===== config.mk =====
export PLATFORM = sky130hd
export DESIGN_NAME = vp_frame_ctrl
export DESIGN_NICKNAME = d
export VERILOG_FILES = /design/src/rtl/vp_frame_ctrl.sv
export SDC_FILE = /design/constraint.sdc
export NUM_CORES = 1
export LEC_CHECK = 0
export ABC_AREA = 0
export CAP_MARGIN = 15
export CORE_UTILIZATION = 55
export CTS_BUF_LIST = sky130_fd_sc_hd__clkbuf_4 sky130_fd_sc_hd__clkbuf_8
export DETAILED_ROUTE_END_ITERATION = 10
export GPL_TIMING_DRIVEN = 1
export HOLD_SLACK_MARGIN = 0.1
export PLACE_DENSITY = 0.78
export SLEW_MARGIN = 15
export SYNTH_ARGS = -nofsm -noshare
export SYNTH_HDL_FRONTEND = slang
export SYNTH_SLANG_ARGS = --single-unit

===== constraint.sdc =====
create_clock -name i_clk -period 5.05 [get_ports i_clk]
set_input_delay 1.01 -clock i_clk [delete_from_list [all_inputs] [get_ports i_clk]]
set_output_delay 1.01 -clock i_clk [all_outputs]
set_load 0.005 [all_outputs]

===== src/rtl/vp_frame_ctrl.sv =====
// Frame-level sequencer for the grayscale -> line buffer -> sobel -> FIFO pipeline.
// Flushes the pipeline, admits exactly one frame of pixels, drains it and reports done/error.
module vp_frame_ctrl #(
    parameter int WIDTH      = 640,
    parameter int HEIGHT     = 480,
    parameter int SOBEL_TRIM = 1280,
    parameter int RST_CYC    = 4,
    parameter int DRAIN_TO   = 4096
) (
    input  logic       i_clk,
    input  logic       i_rstn,
    input  logic       i_start,
    input  logic       i_abort,
    input  logic [7:0] i_threshold,
    input  logic       i_bypass,
    input  logic       i_in_valid,
    input  logic       i_in_ready,
    input  logic       i_out_valid,
    input  logic       i_out_ready,
    output logic       o_pipe_rstn,
    output logic       o_pipe_en,
    output logic [7:0] o_threshold,
    output logic       o_bypass,
    output logic       o_busy,
    output logic       o_frame_done,
    output logic       o_frame_err,
    output logic [8:0] o_line
);

    localparam int TOTAL = WIDTH * HEIGHT;
    localparam int CNT_W = $clog2(TOTAL + 1);
    localparam int ROW_W = 9;
    localparam int TMR_W = (DRAIN_TO > 1) ? $clog2(DRAIN_TO) : 1;
    localparam int ARM_W = (RST_CYC > 1) ? $clog2(RST_CYC) : 1;

    localparam logic [CNT_W-1:0] EXP_BYP  = CNT_W'(TOTAL);
    localparam logic [CNT_W-1:0] EXP_SOB  = CNT_W'(TOTAL - SOBEL_TRIM);
    localparam logic [CNT_W-1:0] COL_LAST = CNT_W'(WIDTH - 1);
    localparam logic [ROW_W-1:0] ROW_LAST = ROW_W'(HEIGHT - 1);
    localparam logic [TMR_W-1:0] TMR_LAST = TMR_W'(DRAIN_TO - 1);
    localparam logic [ARM_W-1:0] ARM_LAST = ARM_W'(RST_CYC - 1);

    typedef enum logic [2:0] {
        S_IDLE,
        S_ARM,
        S_RUN,
        S_DRAIN,
        S_DONE,
        S_ERR
    } state_t;

    state_t            r_state;
    state_t            w_state_next;

    logic              r_pipe_rstn;
    logic              r_pipe_en;
    logic              r_busy;
    logic              r_done;
    logic              r_err;
    logic [7:0]        r_threshold;
    logic              r_bypass;

    logic [ARM_W-1:0]  r_arm_cnt;
    logic [CNT_W-1:0]  r_col;
    logic [ROW_W-1:0]  r_row;
    logic [CNT_W-1:0]  r_out_cnt;
    logic [TMR_W-1:0]  r_timer;

    logic              w_in_beat;
    logic              w_out_beat;
    logic              w_last_beat;
    logic              w_timeout;
    logic [CNT_W-1:0]  w_expected;
    logic [CNT_W-1:0]  w_out_cnt_next;

    logic              w_pipe_rstn_next;
    logic              w_pipe_en_next;
    logic              w_busy_next;
    logic              w_done_next;
    logic              w_err_next;

    assign w_in_beat   = i_in_valid & i_in_ready & r_pipe_en;
    assign w_out_beat  = i_out_valid & i_out_ready;
    assign w_last_beat = w_in_beat && (r_col == COL_LAST) && (r_row == ROW_LAST);
    assign w_expected  = r_bypass ? EXP_BYP : EXP_SOB;
    // A handshake on the deadline cycle still counts as progress.
    assign w_timeout   = (r_timer == TMR_LAST) && !w_out_beat;

    always_comb begin
        w_out_cnt_next = r_out_cnt;
        if ((r_state == S_RUN || r_state == S_DRAIN) && w_out_beat) begin
            w_out_cnt_next = r_out_cnt + CNT_W'(1);
        end
    end

    always_comb begin
        w_state_next = r_state;
        case (r_state)
            S_IDLE: begin
                if (i_start) w_state_next = S_ARM;
            end
            S_ARM: begin
                if (i_abort)                    w_state_next = S_ERR;
                else if (r_arm_cnt == ARM_LAST) w_state_next = S_RUN;
            end
            S_RUN: begin
                if (i_abort)          w_state_next = S_ERR;
                else if (w_last_beat) w_state_next = S_DRAIN;
            end
            S_DRAIN: begin
                // Completion wins over a timeout landing on the same cycle.
                if (i_abort)                           w_state_next = S_ERR;
                else if (w_out_cnt_next == w_expected) w_state_next = S_DONE;
                else if (w_timeout)                    w_state_next = S_ERR;
            end
            S_DONE:  w_state_next = S_IDLE;
            S_ERR:   w_state_next = S_IDLE;
            default: w_state_next = S_IDLE;
        endcase
    end

    // Outputs are decoded from the next state so the registers match the state they describe.
    always_comb begin
        w_pipe_rstn_next = 1'b1;
        w_pipe_en_next   = 1'b0;
        w_busy_next      = (w_state_next != S_IDLE);
        w_done_next      = (w_state_next == S_DONE);
        w_err_next       = (w_state_next == S_ERR);
        case (w_state_next)
            S_ARM:   w_pipe_rstn_next = 1'b0;
            S_RUN:   w_pipe_en_next   = 1'b1;
            S_ERR:   w_pipe_rstn_next = 1'b0;
            default: w_pipe_en_next   = 1'b0;
        endcase
    end

    always_ff @(posedge i_clk) begin
        if (!i_rstn) begin
            r_state     <= S_IDLE;
            r_pipe_rstn <= 1'b0;
            r_pipe_en   <= 1'b0;
            r_busy      <= 1'b0;
            r_done      <= 1'b0;
            r_err       <= 1'b0;
            r_threshold <= 8'd0;
            r_bypass    <= 1'b0;
            r_arm_cnt   <= '0;
            r_col       <= '0;
            r_row       <= '0;
            r_out_cnt   <= '0;
            r_timer     <= '0;
        end else begin
            r_state     <= w_state_next;
            r_pipe_rstn <= w_pipe_rstn_next;
            r_pipe_en   <= w_pipe_en_next;
            r_busy      <= w_busy_next;
            r_done      <= w_done_next;
            r_err       <= w_err_next;

            if (r_state == S_IDLE && i_start) begin
                r_threshold <= i_threshold;
                r_bypass    <= i_bypass;
            end

            r_arm_cnt <= (r_state == S_ARM) ? r_arm_cnt + ARM_W'(1) : '0;

            if (r_state == S_ARM) begin
                r_col     <= '0;
                r_row     <= '0;
                r_out_cnt <= '0;
            end else begin
                r_out_cnt <= w_out_cnt_next;
                if (r_state == S_RUN && w_in_beat) begin
                    if (r_col == COL_LAST) begin
                        r_col <= '0;
                        r_row <= r_row + ROW_W'(1);
                    end else begin
                        r_col <= r_col + CNT_W'(1);
                    end
                end
            end

            if (r_state == S_DRAIN) begin
                r_timer <= w_out_beat ? '0 : r_timer + TMR_W'(1);
            end else begin
                r_timer <= '0;
            end
        end
    end

    assign o_pipe_rstn  = r_pipe_rstn;
    assign o_pipe_en    = r_pipe_en;
    assign o_threshold  = r_threshold;
    assign o_bypass     = r_bypass;
    assign o_busy       = r_busy;
    assign o_frame_done = r_done;
    assign o_frame_err  = r_err;
    assign o_line       = r_row;

endmodule


### The metal 2 layer, run 1

Bar = 20 µm.
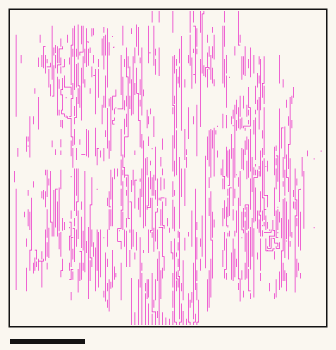
The longest straight run is 29.9 µm. The wires run mostly vertical. The layer carries 3,660 µm of wire. The layer holds 47% of the routed length. 410 nets have wire on it.

### Clock nets, run 1

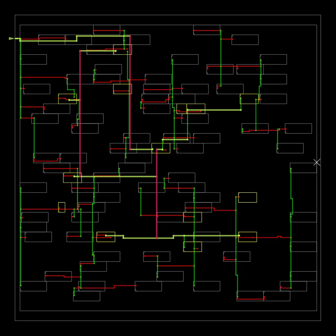
clk_skew: 6.94 ps
registers: 78
CLK BUF: 13

### Power grid, run 1

Bar = 20 µm. Pins as bars on the die edge.
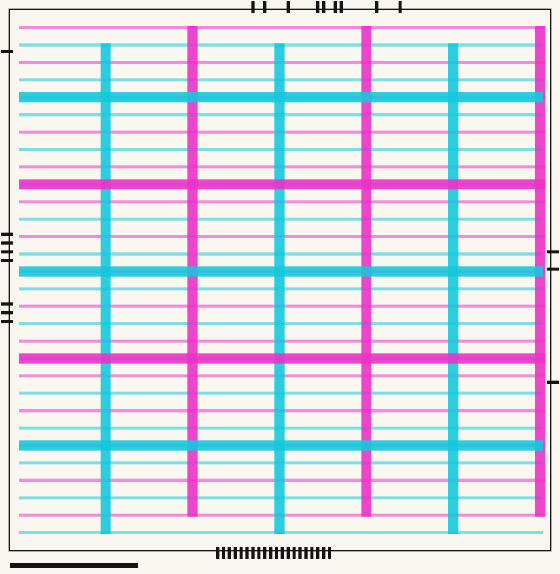
Key: VDD = magenta; VSS = cyan
The core has 29 rows. 5 straps on met5. 6 straps on met4. 40 signal pins sit on the boundary. 30 met1 rails follow the rows.
maximum vdd drop: 0.192 mV
Die Y: 84.4 µm

==> reports/qor.txt, run 1 <==
CP endpoint kind -> register
highest metal used -> met4
Iter 0 DRT Violations -> 113
residual DRC count -> 2
Regs by FF count -> r_col: 19 flops, r_out_cnt: 19 flops, r_timer: 12 flops
Hold WS -> 460 ps
# diodes -> 0
met2 GRT Util -> 37.8%
Slew HR -> 43.3%
largest net degree at the start of global routing -> 31
CTS tree -> done
root buffer cell -> clkbuf_8
P_leak -> 1.52 nW
Hold Fails Final Rpt -> 0
AND-OR/OR-AND share of the synthesized area -> 9.73%
Sink Count -> 78
Final nets -> 490
met1 usage -> 28.4%
MUX share of area -> 1.64%
Worst EP arrival -> 3720 ps
vias per cell -> 5.64
failing checks -> design-rule violations
Num CTS Buffers -> 9
final setup fails -> 0
final slew viol count -> 0
commonest non-fill, non-tap cell in the layout -> dfxtp_1
Clock Path Buffers -> 2
slowest CP cell -> clkdlybuf4s50_1
Crit Path Max Fanout -> 10
Tmin final -> 3430 ps
FF+latch count, synth -> 78
H-tree depth -> 3
Synth Area in XOR/XNOR -> 11.3%
Avg Inst Size Synth -> 8.63 µm²
IO Count -> 40
remaining antenna violation count -> 0
status -> finished, violations left
routed via count -> 3,090
gr usage total -> 23.0%
switching share of power -> 22.2%
RSZ-0062 raised after global routing -> false
tally of non-filler cells in the final layout -> 548
number of warnings the tools reported -> 26
register share of total power -> 56.2%
routing usage on met3 -> 6.00%
Fin Setup TNS -> 0 ps
and+or+nand+nor area frac -> 31.1%
share of layout cells above drive strength 1 -> 6.79%
## run 1: cells in the mapped netlist, drive strengths merged, types with 2 or more instances
cell	count	share of area, %
ha	5	1.7
clkbuf	8	0.81
nand4b	2	0.87
dfxtp	78	42
buf	8	1.2
or2	3	0.50
xnor2	20	4.7
and4	3	0.70
nor4	8	1.5
xor2	28	6.6
nand2	49	4.9
nand4	15	3.3
nand3	23	3.1
inv	7	0.70
nor3	11	1.6
mux2i	5	1.3
and4b	2	0.54
a21oi	20	2.8
nor2	68	6.8
o21ai	11	1.5
a211o	2	0.47
nand2b	3	0.50
o31a	2	0.47
nor2b	4	0.67
a2111oi	3	1.7
nand4bb	2	0.60
or3	10	1.9
a31oi	2	0.34
and2	4	0.67
nand3b	2	0.40
and3	8	1.3
nor4b	3	0.70
## run 1: critical path, delay by kind of cell
| family | cells | cell delay, ps |
|---|---|---|
| AOI/OAI and AO/OA | 3 | 840 |
| xor gates and xnor gates | 1 | 190 |
| buffers and inverters | 1 | 540 |
| and+or+nand+nor | 3 | 1140 |
## run 1: final cells by class
| cell class | instances | area, µm² | area share, % |
|---|---|---|---|
| Clock inverter | 1 | 5.00 | 0.115 |
| Inverter | 7 | 26.3 | 0.606 |
| Clock buffer | 13 | 173 | 3.98 |
| Tap cell | 77 | 96.3 | 2.22 |
| Multi-Input combinational cell | 331 | 2070 | 47.7 |
| Timing Repair Buffer | 41 | 405 | 9.35 |
| Sequential cell | 78 | 1560 | 36.0 |
## run 1: worst paths after layout
check,start,to,slack [ps],cells past startpoint
setup / recovery,i_out_valid,o_frame_err,1620,8
hold / removal,o_threshold[3],o_threshold[3],460,2
setup reg to reg,r_out_cnt[1],o_frame_err,2060,8
hold reg to reg,o_threshold[3],o_threshold[3],460,2
### Met3 routing, run 1

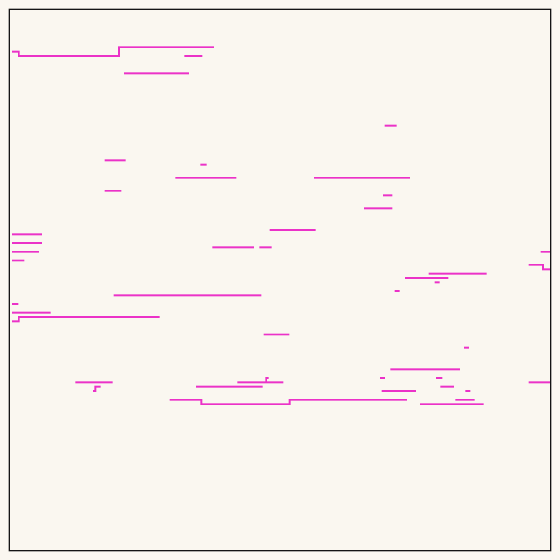

--- run 2 (diff from run 1) ---
--- a/config.mk
+++ b/config.mk
@@ -7,7 +7,7 @@
 export LEC_CHECK = 0
 export ABC_AREA = 0
 export CAP_MARGIN = 15
-export CORE_UTILIZATION = 55
+export CORE_UTILIZATION = 53
 export CTS_BUF_LIST = sky130_fd_sc_hd__clkbuf_4 sky130_fd_sc_hd__clkbuf_8
 export DETAILED_ROUTE_END_ITERATION = 10
 export GPL_TIMING_DRIVEN = 1
==> constraint.sdc (replaced) <==
create_clock -name i_clk -period 2.8 [get_ports i_clk]
set_input_delay 0.56 -clock i_clk [delete_from_list [all_inputs] [get_ports i_clk]]
set_output_delay 0.56 -clock i_clk [all_outputs]
set_load 0.005 [all_outputs]
### Met3 routing, run 2

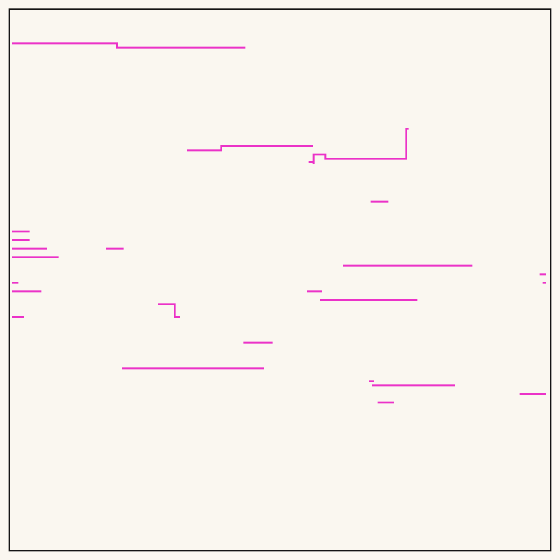
The wires run mostly horizontal. The longest straight run is 22.3 µm. 17 nets have wire on it.
routed via count: 3,220
final WL: 8080 µm
routing usage on met3: 5.58%

### The metal 2 layer, run 2

Bar = 20 µm.
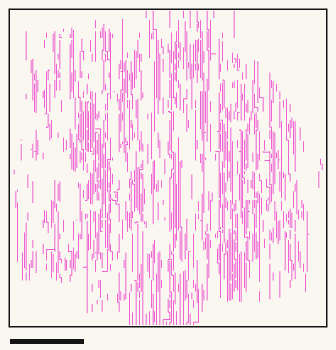
446 nets have wire on it. The wires run mostly vertical. The longest straight run is 38.1 µm. The layer holds 51% of the routed length.
met2 GRT Util: 39.8%

==> reports/qor.txt, run 2 <==
status -> finished clean
number of warnings the tools reported -> 26
P_leak -> 1.65 nW
count leader, synth -> dfxtp_1
vias per cell -> 5.43
Num CTS Buffers -> 9
root buffer cell -> clkbuf_8
row cnt -> 30
tally of non-filler cells in the final layout -> 593
Synth Area in XOR/XNOR -> 11.3%
Sink Count -> 78
Die Y -> 85.9 µm
remaining antenna violation count -> 0
top cells by count -> dfxtp_1 (78), nor2_1 (68), nand2_1 (49), xor2_1 (28), nand3_1 (23)
final setup fails -> 0
Regs by FF count -> r_col: 19 flops, r_out_cnt: 19 flops, r_timer: 12 flops
Worst EP arrival -> 3010 ps
and+or+nand+nor area frac -> 31.1%
delay-heaviest family, CP -> simple AND/OR/NAND/NOR gates
H-tree depth -> 3
slowest CP cell -> dfxtp_2
Iter 0 DRT Violations -> 90
Tmin final -> 2730 ps
Crit Path Max Fanout -> 7
Slew HR -> 71.6%
Yosys top cell area share -> 41.9%
Final nets -> 514
Hold WS -> 456 ps
Critical R2R Launch -> r_out_cnt[1]
Hold Fails Final Rpt -> 0
CP startpoint -> r_out_cnt[1]
commonest non-fill, non-tap cell in the layout -> dfxtp_1
maximum vdd drop -> 0.322 mV
AND-OR/OR-AND share of the synthesized area -> 9.73%
# diodes -> 0
top cells by area -> dfxtp_1 (42%), nor2_1 (6.8%), xor2_1 (6.6%)
final slew viol count -> 0
hold_sp -> o_threshold[6]
clk_skew -> 9.10 ps
register share of total power -> 54.7%
Buf/Inv on CP -> 0
gr usage total -> 23.2%
Cells after Synth -> 432
CP endpoint kind -> register
residual DRC count -> 0
[run 2: cell count changes in the layout (fill, tap and decap cells not counted), sizes merged, moves of 2 or more]
cell	previous run	this run
buf	2	26
clkbuf	13	10
clkdlybuf4s50	39	37
clkinv	1	3
dlygate4sd2	0	2
[run 2: path summary, 6_finish.rpt]
path	endpoint	slack, ps	cells after the start
min	o_threshold[6]	460	2
max reg2reg	o_frame_err	70	7
max	o_frame_err	70	7
min reg2reg	o_threshold[6]	460	2
[run 2: repair_timing]
item,in CTS,in global routing
pin swaps,0,3
gates cloned,0,0
gates resized,3,9
endpoints found under the setup margin,6,6
[run 2: layer usage]
layer	part of all wire, %	global-route usage (%)
met4	1.4	8.64
met3	2.4	5.58
met1	46	28.1
met5	0	0
met2	51	39.8
[run 2: cells by family (layout without fill, tap and decap cells)]
logic type,Yosys count,count (layout)
simple gates,221,221
flops,78,78
compound gates,51,51
xor+xnor,48,48
buf+inv,23,88
mux,6,6
fa+ha+maj,5,5
[run 2: final cells by class]
cell class                 instances  area, µm²  share of cell area (%)
multi-input combinational        331       2090                    45.6
clock inverter                     6       61.3                    1.34
inverter                           7       26.3                   0.574
sequential                        78       1570                    34.3
timing repair buffer              65        583                    12.7
clock buffer                      10        131                    2.87
tap                               96        120                    2.62
[run 2: tightest hold or removal path, cell delays in order (launching register included)]
cell and delay (ps):
dfxtp_1 310, nand2_1 50, a21oi_1 50
[run 2: through the flow]
step                      setup slack [ps]  TNS (ps)  utilization [%]  instance area, µm²  power (mW)
after detailed placement              -485     -3070             64.2                4360        1.27
after CTS                             18.5         0             67.0                4550        2.09
after global routing                 -35.6     -36.5             67.4                4580        2.15
after floorplan                        174         0                -                3730        1.21
final                                 72.4         0             67.4                4580        2.07
after global placement                -385     -2260             64.2                4360        1.27
--- run 3 (diff from run 2) ---
--- a/config.mk
+++ b/config.mk
@@ -9,6 +9,7 @@
 export CAP_MARGIN = 15
 export CORE_UTILIZATION = 53
 export CTS_BUF_LIST = sky130_fd_sc_hd__clkbuf_4 sky130_fd_sc_hd__clkbuf_8
+export CTS_CLUSTER_DIAMETER = 100
 export DETAILED_ROUTE_END_ITERATION = 10
 export GPL_TIMING_DRIVEN = 1
 export HOLD_SLACK_MARGIN = 0.1
### The metal 2 layer, run 3

Bar = 20 µm.
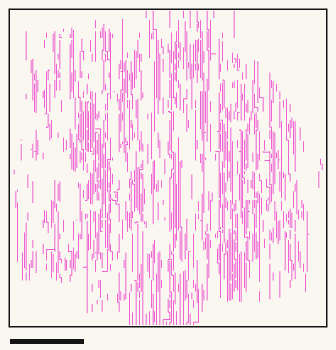
446 nets have wire on it. The longest straight run is 38.1 µm. The layer holds 51% of the routed length. The wires run mostly vertical. The layer carries 4,090 µm of wire.

==> reports/qor.txt, run 3 <==
status -> finished clean
Non-clk invs -> 7
clk_skew -> 9.10 ps
Hold Fails Final Rpt -> 0
CLK BUF -> 10
final WL -> 8080 µm
share of layout cells above drive strength 1 -> 13.7%
Tap Cells -> 96
combinational share of cell area -> 45.6%
P_leak -> 1.65 nW
routed via count -> 3,220
maximum vdd drop -> 0.322 mV
NonClk Buf Share -> 12.7%
CP endpoint kind -> register
vias per cell -> 5.43
tally of non-filler cells in the final layout -> 593
Sink Count -> 78
Layout clock area frac -> 4.21%
Sequential cell area -> 1570 µm²
IO Count -> 40
top cells by area -> dfxtp_1 (42%), nor2_1 (6.8%), xor2_1 (6.6%)
delay-heaviest family, CP -> simple AND/OR/NAND/NOR gates
### Metal layers overlaid, run 3

Bar = 20 µm. Only two layers are drawn.
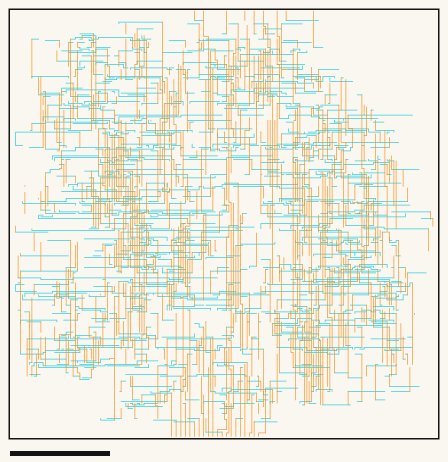
Key: metal 1 = cyan [wire length 3,680 µm]; metal 2 = orange [wire length 4,090 µm]

## run 3: per-layer routing
layer / up-vias / track usage (%) / routed length [µm]
li1: 1621 / - / -
met5: - / 0 / 0
met4: 0 / 8.64 / 115
met2: 33 / 39.8 / 4090
met1: 1558 / 28.1 / 3680
met3: 8 / 5.58 / 198
## run 3: power by group
part | internal [mW] | switching [mW] | total (mW)
clock network | 0.420 | 0.409 | 0.829
registers | 1.12 | 0.0113 | 1.13
logic | 0.0568 | 0.0538 | 0.111
total | 1.60 | 0.474 | 2.07
## run 3: final timing paths
path                            slack, ps              to  cells after the start      startpoint
worst max-delay path                   70     o_frame_err                      7    r_out_cnt[1]
worst min-delay path                  460  o_threshold[6]                      2  o_threshold[6]
worst max register to register         70     o_frame_err                      7    r_out_cnt[1]
worst min register to register        460  o_threshold[6]                      2  o_threshold[6]
## run 3: per-stage QoR
stage | util [%] | setup WS [ps] | cell area (µm²)
3_5_place_dp | 64.2 | -485 | 4360
5_1_grt | 67.4 | -35.6 | 4580
4_1_cts | 67.0 | 18.5 | 4550
6_report | 67.4 | 72.4 | 4580
3_3_place_gp | 64.2 | -385 | 4360
2_1_floorplan | - | 174 | 3730
## run 3: logic make-up (layout without fill, tap and decap cells)
logic type	Yosys count	count (layout)	share of synthesized area (%)
adder cells (fa/ha/maj)	5	5	1.68
multiplexers	6	6	1.64
flip-flops	78	78	41.9
buffers and inverters	23	88	2.68
AND-OR/OR-AND	51	51	9.73
AND/OR/NAND/NOR	221	221	31.1
XOR/XNOR	48	48	11.3
## run 3: what timing repair did
item / CTS / global route
endpoints found under the setup margin: 6 / 6
pin swaps: 0 / 3
gates resized: 3 / 9
gates cloned: 0 / 0
## run 3: worst min-delay path, stage by stage, from the launching register on
cell     delay, ps
dfxtp_1        310
nand2_1         50
a21oi_1         50
No activity file was given, so power comes from the tool's default toggle rates.
